Run 1, PDN straps and rails:
The bar under the picture is 20 um long. Pins as bars on the die edge.
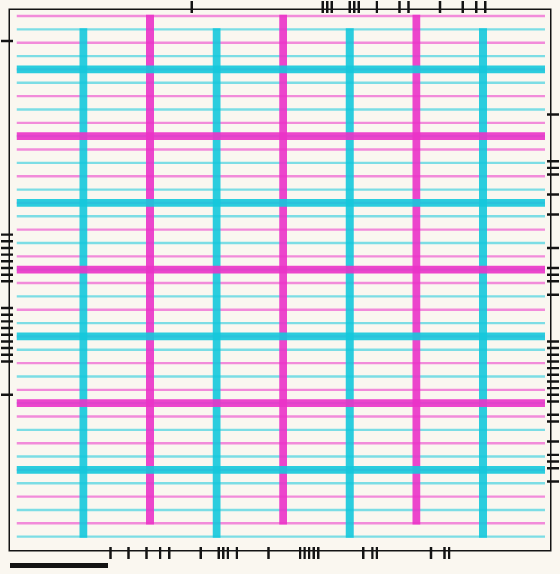
Run 1, routed metal, one color a layer:
The bar under the picture is 20 um long. Only two layers are drawn.
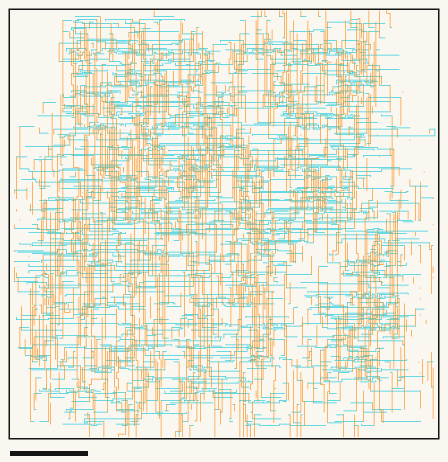
Run 1, clock wiring as the flow saved it:
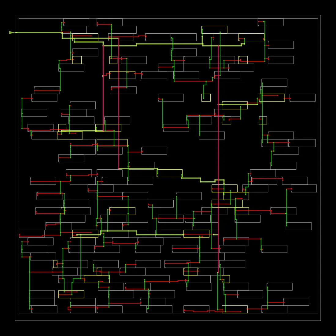
Run 1, metal 3:
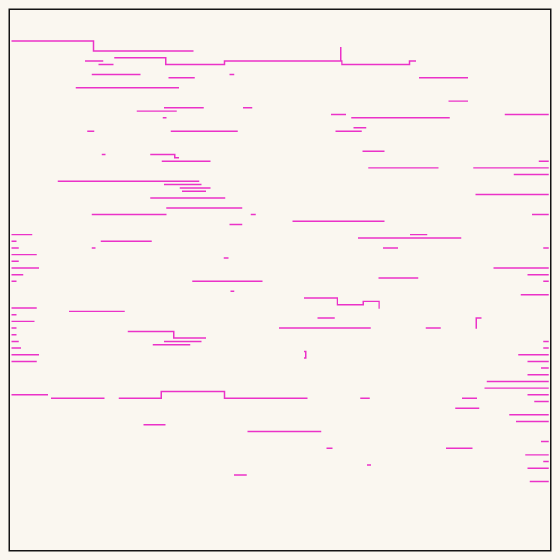
<file path="config.mk">
export PLATFORM = sky130hd
export DESIGN_NAME = mips_debug_ctrl
export DESIGN_NICKNAME = d
export VERILOG_FILES = /design/src/rtl/mips_debug_ctrl.sv
export SDC_FILE = /design/constraint.sdc
export NUM_CORES = 1
export LEC_CHECK = 0
export ABC_AREA = 0
export CAP_MARGIN = 20
export CORE_MARGIN = 1
export CORE_UTILIZATION = 56
export CTS_CLUSTER_SIZE = 40
export DETAILED_ROUTE_END_ITERATION = 8
export PLACE_DENSITY = 0.81
export RECOVER_POWER = 100
export SLEW_MARGIN = 10
export SYNTH_ARGS = -nofsm -noshare
export SYNTH_HDL_FRONTEND = slang
export SYNTH_SLANG_ARGS = --single-unit
</file>
<file path="constraint.sdc">
create_clock -name CLK -period 2.5 [get_ports CLK]
set_input_delay 0.375 -clock CLK [delete_from_list [all_inputs] [get_ports CLK]]
set_output_delay 0.375 -clock CLK [all_outputs]
set_load 0.01 [all_outputs]
</file>
<file path="src/rtl/mips_debug_ctrl.sv">
// Byte-command debug/load sequencer for the MIPS2 core: program load, run, step, pause.
// Optional idle-byte timeout in LEN/LOAD is enabled by defining MIPS_DBG_TIMEOUT_EN.
module mips_debug_ctrl #(
  parameter int unsigned PM_DEPTH       = 32,
  parameter int unsigned CNT_W          = 16,
  parameter int unsigned TIMEOUT_CYCLES = 1000000
) (
  input  logic             CLK,
  input  logic             RESET,
  input  logic [7:0]       I_RX_DATA,
  input  logic             I_RX_VALID,
  input  logic             I_MIPS_HALT,
  output logic             O_MIPS_RESET,
  output logic             O_MIPS_EN,
  output logic             O_MIPS_WrPM,
  output logic [31:0]      O_MIPS_WrDataPM,
  output logic [2:0]       O_STATE,
  output logic [CNT_W-1:0] O_WORD_CNT,
  output logic [CNT_W-1:0] O_CYCLE_CNT,
  output logic             O_ERR
);

  typedef enum logic [2:0] {
    StIdle = 3'd0,
    StLen  = 3'd1,
    StLoad = 3'd2,
    StRun  = 3'd3,
    StStep = 3'd4,
    StDone = 3'd5
  } state_e;

  localparam logic [7:0] CmdLoad  = 8'h4C;
  localparam logic [7:0] CmdRun   = 8'h52;
  localparam logic [7:0] CmdStep  = 8'h53;
  localparam logic [7:0] CmdClear = 8'h43;
  localparam logic [7:0] CmdPause = 8'h50;

  localparam logic [CNT_W-1:0] CntOne = CNT_W'(1);

  state_e           state_q, state_d;
  logic             mips_rst_q, mips_rst_d;
  logic             en_q, en_d;
  logic             wrpm_q, wrpm_d;
  logic [31:0]      wrdata_q, wrdata_d;
  logic [CNT_W-1:0] word_cnt_q, word_cnt_d;
  logic [CNT_W-1:0] cycle_cnt_q, cycle_cnt_d;
  logic             err_q, err_d;
  logic [1:0]       byte_idx_q, byte_idx_d;
  logic [23:0]      asm_q, asm_d;
  logic [15:0]      len_q, len_d;
  logic [15:0]      load_idx_q, load_idx_d;
  logic             rst_pulse_q, rst_pulse_d;
  logic [15:0]      len_full;

`ifdef MIPS_DBG_TIMEOUT_EN
  localparam int unsigned TmoW = $clog2(TIMEOUT_CYCLES + 1);
  localparam logic [TmoW-1:0] TmoReload = TmoW'(TIMEOUT_CYCLES);
  localparam logic [TmoW-1:0] TmoOne    = TmoW'(1);
  logic [TmoW-1:0] tmo_q, tmo_d;
`else
  logic unused_tmo;
  assign unused_tmo = (TIMEOUT_CYCLES != 0);
`endif

  assign len_full = {I_RX_DATA, len_q[7:0]};

  always_comb begin
    state_d     = state_q;
    mips_rst_d  = mips_rst_q;
    en_d        = 1'b0;
    wrpm_d      = 1'b0;
    wrdata_d    = wrdata_q;
    word_cnt_d  = word_cnt_q;
    cycle_cnt_d = cycle_cnt_q;
    err_d       = err_q;
    byte_idx_d  = byte_idx_q;
    asm_d       = asm_q;
    len_d       = len_q;
    load_idx_d  = load_idx_q;
    rst_pulse_d = 1'b0;

    // The clear command holds the core in reset for a single cycle only.
    if (rst_pulse_q) mips_rst_d = 1'b0;
    if (en_q && (cycle_cnt_q != '1)) cycle_cnt_d = cycle_cnt_q + CntOne;

    unique case (state_q)
      StIdle, StDone: begin
        if (I_RX_VALID) begin
          if (I_RX_DATA == CmdLoad) begin
            state_d     = StLen;
            mips_rst_d  = 1'b1;
            word_cnt_d  = '0;
            cycle_cnt_d = '0;
            byte_idx_d  = '0;
            load_idx_d  = '0;
          end else if (I_RX_DATA == CmdClear) begin
            state_d     = StIdle;
            mips_rst_d  = 1'b1;
            rst_pulse_d = 1'b1;
            cycle_cnt_d = '0;
            err_d       = 1'b0;
          end else if (state_q == StIdle) begin
            if ((I_RX_DATA == CmdRun) || (I_RX_DATA == CmdStep)) begin
              mips_rst_d = 1'b0;
              if (I_MIPS_HALT) begin
                state_d = StDone;
              end else begin
                state_d = (I_RX_DATA == CmdRun) ? StRun : StStep;
                en_d    = 1'b1;
              end
            end else begin
              err_d = 1'b1;
            end
          end
        end
      end
      StLen: begin
        if (I_RX_VALID) begin
          if (byte_idx_q == 2'd0) begin
            len_d[7:0] = I_RX_DATA;
            byte_idx_d = 2'd1;
          end else begin
            byte_idx_d = 2'd0;
            len_d      = len_full;
            state_d    = (len_full == 16'd0) ? StIdle : StLoad;
          end
        end
      end
      StLoad: begin
        if (I_RX_VALID) begin
          byte_idx_d = byte_idx_q + 2'd1;
          unique case (byte_idx_q)
            2'd0: asm_d[7:0]   = I_RX_DATA;
            2'd1: asm_d[15:8]  = I_RX_DATA;
            2'd2: asm_d[23:16] = I_RX_DATA;
            default: begin
              wrdata_d   = {I_RX_DATA, asm_q};
              wrpm_d     = (32'(load_idx_q) < PM_DEPTH);
              word_cnt_d = word_cnt_q + CntOne;
              load_idx_d = load_idx_q + 16'd1;
              if ((load_idx_q + 16'd1) == len_q) state_d = StIdle;
            end
          endcase
        end
      end
      StRun: begin
        if (I_MIPS_HALT) begin
          state_d = StDone;
        end else if (I_RX_VALID && (I_RX_DATA == CmdPause)) begin
          state_d = StIdle;
        end else begin
          en_d = 1'b1;
        end
      end
      StStep: begin
        state_d = I_MIPS_HALT ? StDone : StIdle;
      end
      default: begin
        state_d = StIdle;
      end
    endcase

`ifdef MIPS_DBG_TIMEOUT_EN
    tmo_d = TmoReload;
    if ((state_q == StLen) || (state_q == StLoad)) begin
      if (I_RX_VALID) begin
        tmo_d = TmoReload;
      end else if (tmo_q != '0) begin
        tmo_d = tmo_q - TmoOne;
      end else begin
        state_d    = StIdle;
        err_d      = 1'b1;
        byte_idx_d = '0;
      end
    end
`endif
  end

  always_ff @(posedge CLK or negedge RESET) begin
    if (!RESET) begin
      state_q     <= StIdle;
      mips_rst_q  <= 1'b1;
      en_q        <= 1'b0;
      wrpm_q      <= 1'b0;
      wrdata_q    <= '0;
      word_cnt_q  <= '0;
      cycle_cnt_q <= '0;
      err_q       <= 1'b0;
      byte_idx_q  <= '0;
      asm_q       <= '0;
      len_q       <= '0;
      load_idx_q  <= '0;
      rst_pulse_q <= 1'b0;
`ifdef MIPS_DBG_TIMEOUT_EN
      tmo_q       <= TmoReload;
`endif
    end else begin
      state_q     <= state_d;
      mips_rst_q  <= mips_rst_d;
      en_q        <= en_d;
      wrpm_q      <= wrpm_d;
      wrdata_q    <= wrdata_d;
      word_cnt_q  <= word_cnt_d;
      cycle_cnt_q <= cycle_cnt_d;
      err_q       <= err_d;
      byte_idx_q  <= byte_idx_d;
      asm_q       <= asm_d;
      len_q       <= len_d;
      load_idx_q  <= load_idx_d;
      rst_pulse_q <= rst_pulse_d;
`ifdef MIPS_DBG_TIMEOUT_EN
      tmo_q       <= tmo_d;
`endif
    end
  end

  assign O_STATE         = state_q;
  assign O_MIPS_RESET    = mips_rst_q;
  assign O_MIPS_EN       = en_q;
  assign O_MIPS_WrPM     = wrpm_q;
  assign O_MIPS_WrDataPM = wrdata_q;
  assign O_WORD_CNT      = word_cnt_q;
  assign O_CYCLE_CNT     = cycle_cnt_q;
  assign O_ERR           = err_q;

endmodule

</file>
==> ci_impl_report.md, run 1 <==
## Implementation flow summary

| Metric | Value |
|---|---|
| Top-count cell post-synth | nand2_1 |
| FF-to-FF End | O_STATE[1] |
| Comb area share | 37.3% |
| Yosys cell count | 680 |
| N_diodes | 0 |
| Antenna Nets Post-Route | 0 |
| Max stage delay on crit path | 0.50 ns |
| Global Route Usage Sum | 29.3% |
| Hold Path Depth | 2 |
| CP startpoint kind | flop |
| Slew HR | -4.02% |
| Busiest grt layer | met2 |
| Layout Cells excl Fill | 935 |
| Starting DRT DRC Count | 436 |
| Top cells by area | dfrtp_1 49%, nand2_1 7.8%, mux2_2 7.1%, xnor2_1 3.4%, nor2_1 3.2% |
| Met2 WL | 7.87 mm |
| Setup TNS Final | 0 ns |
| Post-CTS Setup Bufs | 0 |
| Most common library cells after synthesis | 135 x nand2_1, 129 x dfrtp_1, 55 x nor2_1 |
| Buf/Inv on CP | 1 |
| Post-synth top area cell | dfrtp_1 |
| Crit path max-delay family | AND-OR/OR-AND gates |
| Reg2Reg Setup Slack | 0.1 ns |
| I/O pin cnt | 83 |
| Req. time, crit path | 2.80 ns |
| Design area | 8180 sq um |
| Worst R2R Path Depth | 8 |
| CTS Root Cell | clkbuf_16 |
| Max_cap viols | 2 |
| Max Slew Vio Count | 69 |
| Non-clock inverters | 9 |
| Switching share of power | 33.8% |
| Largest register FFs | 32 |
| Combinational gate count | 502 |
| Reg power frac | 39.1% |
| Hold WC Path Type | reg -> reg |
| Die area | 12100 sq um |
| Worst Clk Skew | 0.00959 ns |
| Top cell category | flip-flops and latches |
| Clock power share | 27.8% |
| Status | finished with violations |
| Setup CP Type | reg -> reg |
| Setup slack at placement | -0.0291 ns |
| Slowest cell on crit path | a2111oi_1 |
| Crit share post-route | 96.1% |
| Worst-Margin Slew | 1.56 ns |
| Clk. pwr | 0.00245 W |
| Fin util | 71.6% |
| Post-synth regs | 130 |
| Seq area share | 39.8% |
| # clk buffers | 21 |
| Failing checks | max-capacitance violations, max-slew violations |
| Fin crit period | 2.40 ns |
## Picture notes: 'PDN straps and rails'
magenta -> VDD
cyan -> VSS
met1 rails = 40
signal pins = 83
met5 straps = 7
met4 straps = 7
rows = 39
Die X: 110 um
core area: 11400 sq um
die height: 110 um

## Picture notes: 'routed metal, one color a layer'
cyan -> met1  # wire length 7220 um
orange -> met2  # wire length 7870 um
vias post-DR: 5512
Routed WL: 16.2 mm

## Picture notes: 'clock wiring as the flow saved it'
flop count: 130
TritonCTS buffer count: 17

## Picture notes: 'metal 3'
share of all routed wire = 5.0%
nets with wire on the layer = 94
main direction = horizontal
met3 usage: 5.64%

==> run 2, diff against run 1 <==
--- a/config.mk
+++ b/config.mk
@@ -5,13 +5,13 @@
 export SDC_FILE = /design/constraint.sdc
 export NUM_CORES = 1
 export LEC_CHECK = 0
-export ABC_AREA = 0
 export CAP_MARGIN = 20
 export CORE_MARGIN = 1
-export CORE_UTILIZATION = 56
+export CORE_UTILIZATION = 58
+export CTS_BUF_LIST = sky130_fd_sc_hd__clkbuf_4 sky130_fd_sc_hd__clkbuf_8
 export CTS_CLUSTER_SIZE = 40
 export DETAILED_ROUTE_END_ITERATION = 8
-export PLACE_DENSITY = 0.81
+export PLACE_DENSITY = 0.83
 export RECOVER_POWER = 100
 export SLEW_MARGIN = 10
 export SYNTH_ARGS = -nofsm -noshare
Run 2, routed metal, one color a layer:
The bar under the picture is 20 um long. Only two layers are drawn.
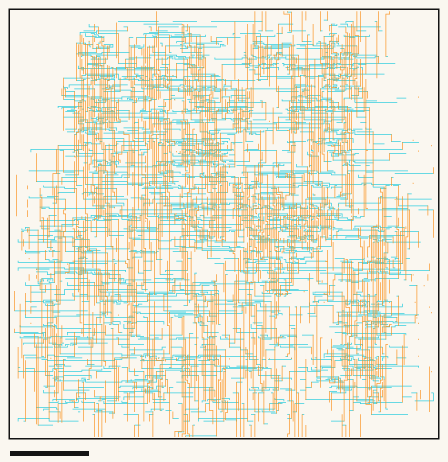
cyan -> met1  # wire length 6530 um
orange -> met2  # wire length 7870 um
vias post-DR: 5645
wire per inst: 17.0 um
Global Route Usage Sum: 28.4%
Routed WL: 15.8 mm

==> run 2 against run 1 <==
Net effect: the run still ends with max-capacitance violations, max-slew violations left; power is 8.1% lower; utilization is 2.2 points higher; via count grew 2.4%; highest routed layer unchanged; critical endpoint is now O_CYCLE_CNT[5]; sequential share of layout area rose by 0.71 points; largest cell class unchanged.
==> ci_impl_report.md, run 2 <==
## Implementation flow summary

| Metric | Value |
|---|---|
| FF-to-FF End | O_STATE[1] (unchanged) |
| N_diodes | 0 (unchanged) |
| CP startpoint kind | input port (was flop) |
| Yosys cell count | 680 (unchanged) |
| Post-CTS Setup Bufs | 0 (unchanged) |
| Combinational gate count | 502 (unchanged) |
| Max Slew Vio Count | 29 (was 69) |
| Layout Cells excl Fill | 934 (was 935) |
| Clock power share | 21.5% (was 27.8%) |
| Most common library cells after synthesis | 135 x nand2_1, 129 x dfrtp_1, 55 x nor2_1 (unchanged) |
| Clk. pwr | 0.00175 W (was 0.00245 W) |
| Seq area share | 40.5% (was 39.8%) |
| # clk buffers | 17 (was 21) |
| Hold WC Path Type | reg -> reg (unchanged) |
| Reg power frac | 42.5% (was 39.1%) |
| Worst-Margin Slew | 1.64 ns (was 1.56 ns) |
| I/O pin cnt | 83 (unchanged) |
| Crit share post-route | 93.9% (was 96.1%) |
| Die height | 108 um (was 110 um) |
| Top cells by area | dfrtp_1 49%, nand2_1 7.8%, mux2_2 7.1%, xnor2_1 3.4%, nor2_1 3.2% (unchanged) |
| Reg2Reg Setup Slack | 0.21 ns (was 0.1 ns) |
| Crit path max-delay family | buffers and inverters (was AND-OR/OR-AND gates) |
| Flop count | 130 (unchanged) |
| Failing checks | max-capacitance violations, max-slew violations (unchanged) |
| Met3 usage | 6.45% (was 5.64%) |
| Comb area share | 38.1% (was 37.3%) |
| Core area | 10900 sq um (was 11400 sq um) |
| Slew HR | -9.24% (was -4.02%) |
| TritonCTS buffer count | 17 (unchanged) |
| Max_cap viols | 1 (was 2) |
| Starting DRT DRC Count | 431 (was 436) |
| Fin util | 73.8% (was 71.6%) |
| Non-clock inverters | 9 (unchanged) |
| Antenna Nets Post-Route | 0 (unchanged) |
| CTS Root Cell | clkbuf_8 (was clkbuf_16) |
| Top-count cell post-synth | nand2_1 (unchanged) |
| Post-synth regs | 130 (unchanged) |
| Busiest grt layer | met2 (unchanged) |
| Die area | 11700 sq um (was 12100 sq um) |
| Worst R2R Path Depth | 8 (unchanged) |
| Design area | 8040 sq um (was 8180 sq um) |
| Largest register FFs | 32 (unchanged) |
| Status | finished with violations (unchanged) |
| Fin crit period | 2.35 ns (was 2.40 ns) |
| Post-synth top area cell | dfrtp_1 (unchanged) |
==> run 3, diff against run 2 <==
--- a/config.mk
+++ b/config.mk
@@ -9,6 +9,7 @@
 export CORE_MARGIN = 1
 export CORE_UTILIZATION = 58
 export CTS_BUF_LIST = sky130_fd_sc_hd__clkbuf_4 sky130_fd_sc_hd__clkbuf_8
+export CTS_CLUSTER_DIAMETER = 80
 export CTS_CLUSTER_SIZE = 40
 export DETAILED_ROUTE_END_ITERATION = 8
 export PLACE_DENSITY = 0.83
Run 3, routed metal, one color a layer:
The bar under the picture is 20 um long. Only two layers are drawn.
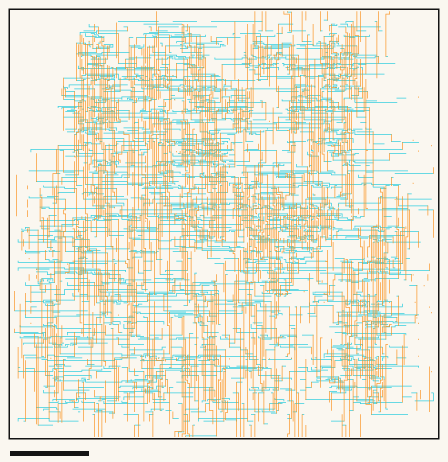
cyan -> met1  # wire length 6530 um
orange -> met2  # wire length 7870 um

==> run 3 against run 2 <==
Net effect: the flow still finishes with violations (max-capacitance violations, max-slew violations); critical path depth is the same; utilization unchanged; synthesized cell count unchanged; sequential share of layout area unchanged; clock power hardly changed; first-iteration DRC count unchanged; worst hold slack stayed put; wire length stayed put; cell count stayed put; sequential power barely moved.
==> ci_impl_report.md, run 3 <==
## Implementation flow summary

| Metric | Value |
|---|---|
| Antenna Nets Post-Route | 0 (unchanged) |
| Met3 usage | 6.45% (unchanged) |
| Worst Clk Skew | 0.0105 ns (unchanged) |
| Setup CP Type | in -> reg (unchanged) |
| Combinational gate count | 502 (unchanged) |
| Failing checks | max-capacitance violations, max-slew violations (unchanged) |
| Yosys cell count | 680 (unchanged) |
| Status | finished with violations (unchanged) |
| Max Slew Vio Count | 29 (unchanged) |
| Buf/Inv on CP | 4 (unchanged) |
| I/O pin cnt | 83 (unchanged) |
| Starting DRT DRC Count | 431 (unchanged) |
| Setup TNS Final | 0 ns (unchanged) |
| Switching share of power | 37.1% (unchanged) |
| # clk buffers | 17 (unchanged) |
| Reg power frac | 42.5% (about the same) |
| CP startpoint kind | input port (unchanged) |
| Die height | 108 um (unchanged) |
| N_diodes | 0 (unchanged) |
| Fin crit period | 2.35 ns (unchanged) |
| Reg2Reg Setup Slack | 0.21 ns (about the same) |
| Wire per inst | 17.0 um (unchanged) |
| Top-count cell post-synth | nand2_1 (unchanged) |
| Seq area share | 40.5% (unchanged) |
| CTS Root Cell | clkbuf_8 (unchanged) |
| Routed WL | 15.8 mm (unchanged) |
| Max stage delay on crit path | 0.66 ns (about the same) |
| Non-clock inverters | 9 (unchanged) |
| Busiest grt layer | met2 (unchanged) |
| Crit path max-delay family | buffers and inverters (unchanged) |
| Fin util | 73.8% (unchanged) |
| Worst R2R Path Depth | 8 (unchanged) |
| Post-synth top area cell | dfrtp_1 (unchanged) |
| Top cells by area | dfrtp_1 49%, nand2_1 7.8%, mux2_2 7.1%, xnor2_1 3.4%, nor2_1 3.2% (unchanged) |
| Clk. pwr | 0.00175 W (about the same) |
| Comb area share | 38.1% (unchanged) |
| Met2 WL | 7.87 mm (unchanged) |
| Setup slack at placement | -0.000542 ns (unchanged) |
| Die area | 11700 sq um (unchanged) |
| Max_cap viols | 1 (unchanged) |
| Largest register FFs | 32 (unchanged) |
| Layout Cells excl Fill | 934 (unchanged) |
| Req. time, crit path | 2.81 ns (about the same) |
| Slew HR | -9.24% (unchanged) |
| Crit share post-route | 93.9% (unchanged) |
| Clock power share | 21.5% (about the same) |
Power figures rest on the tool's default switching activity, not on a simulated workload.
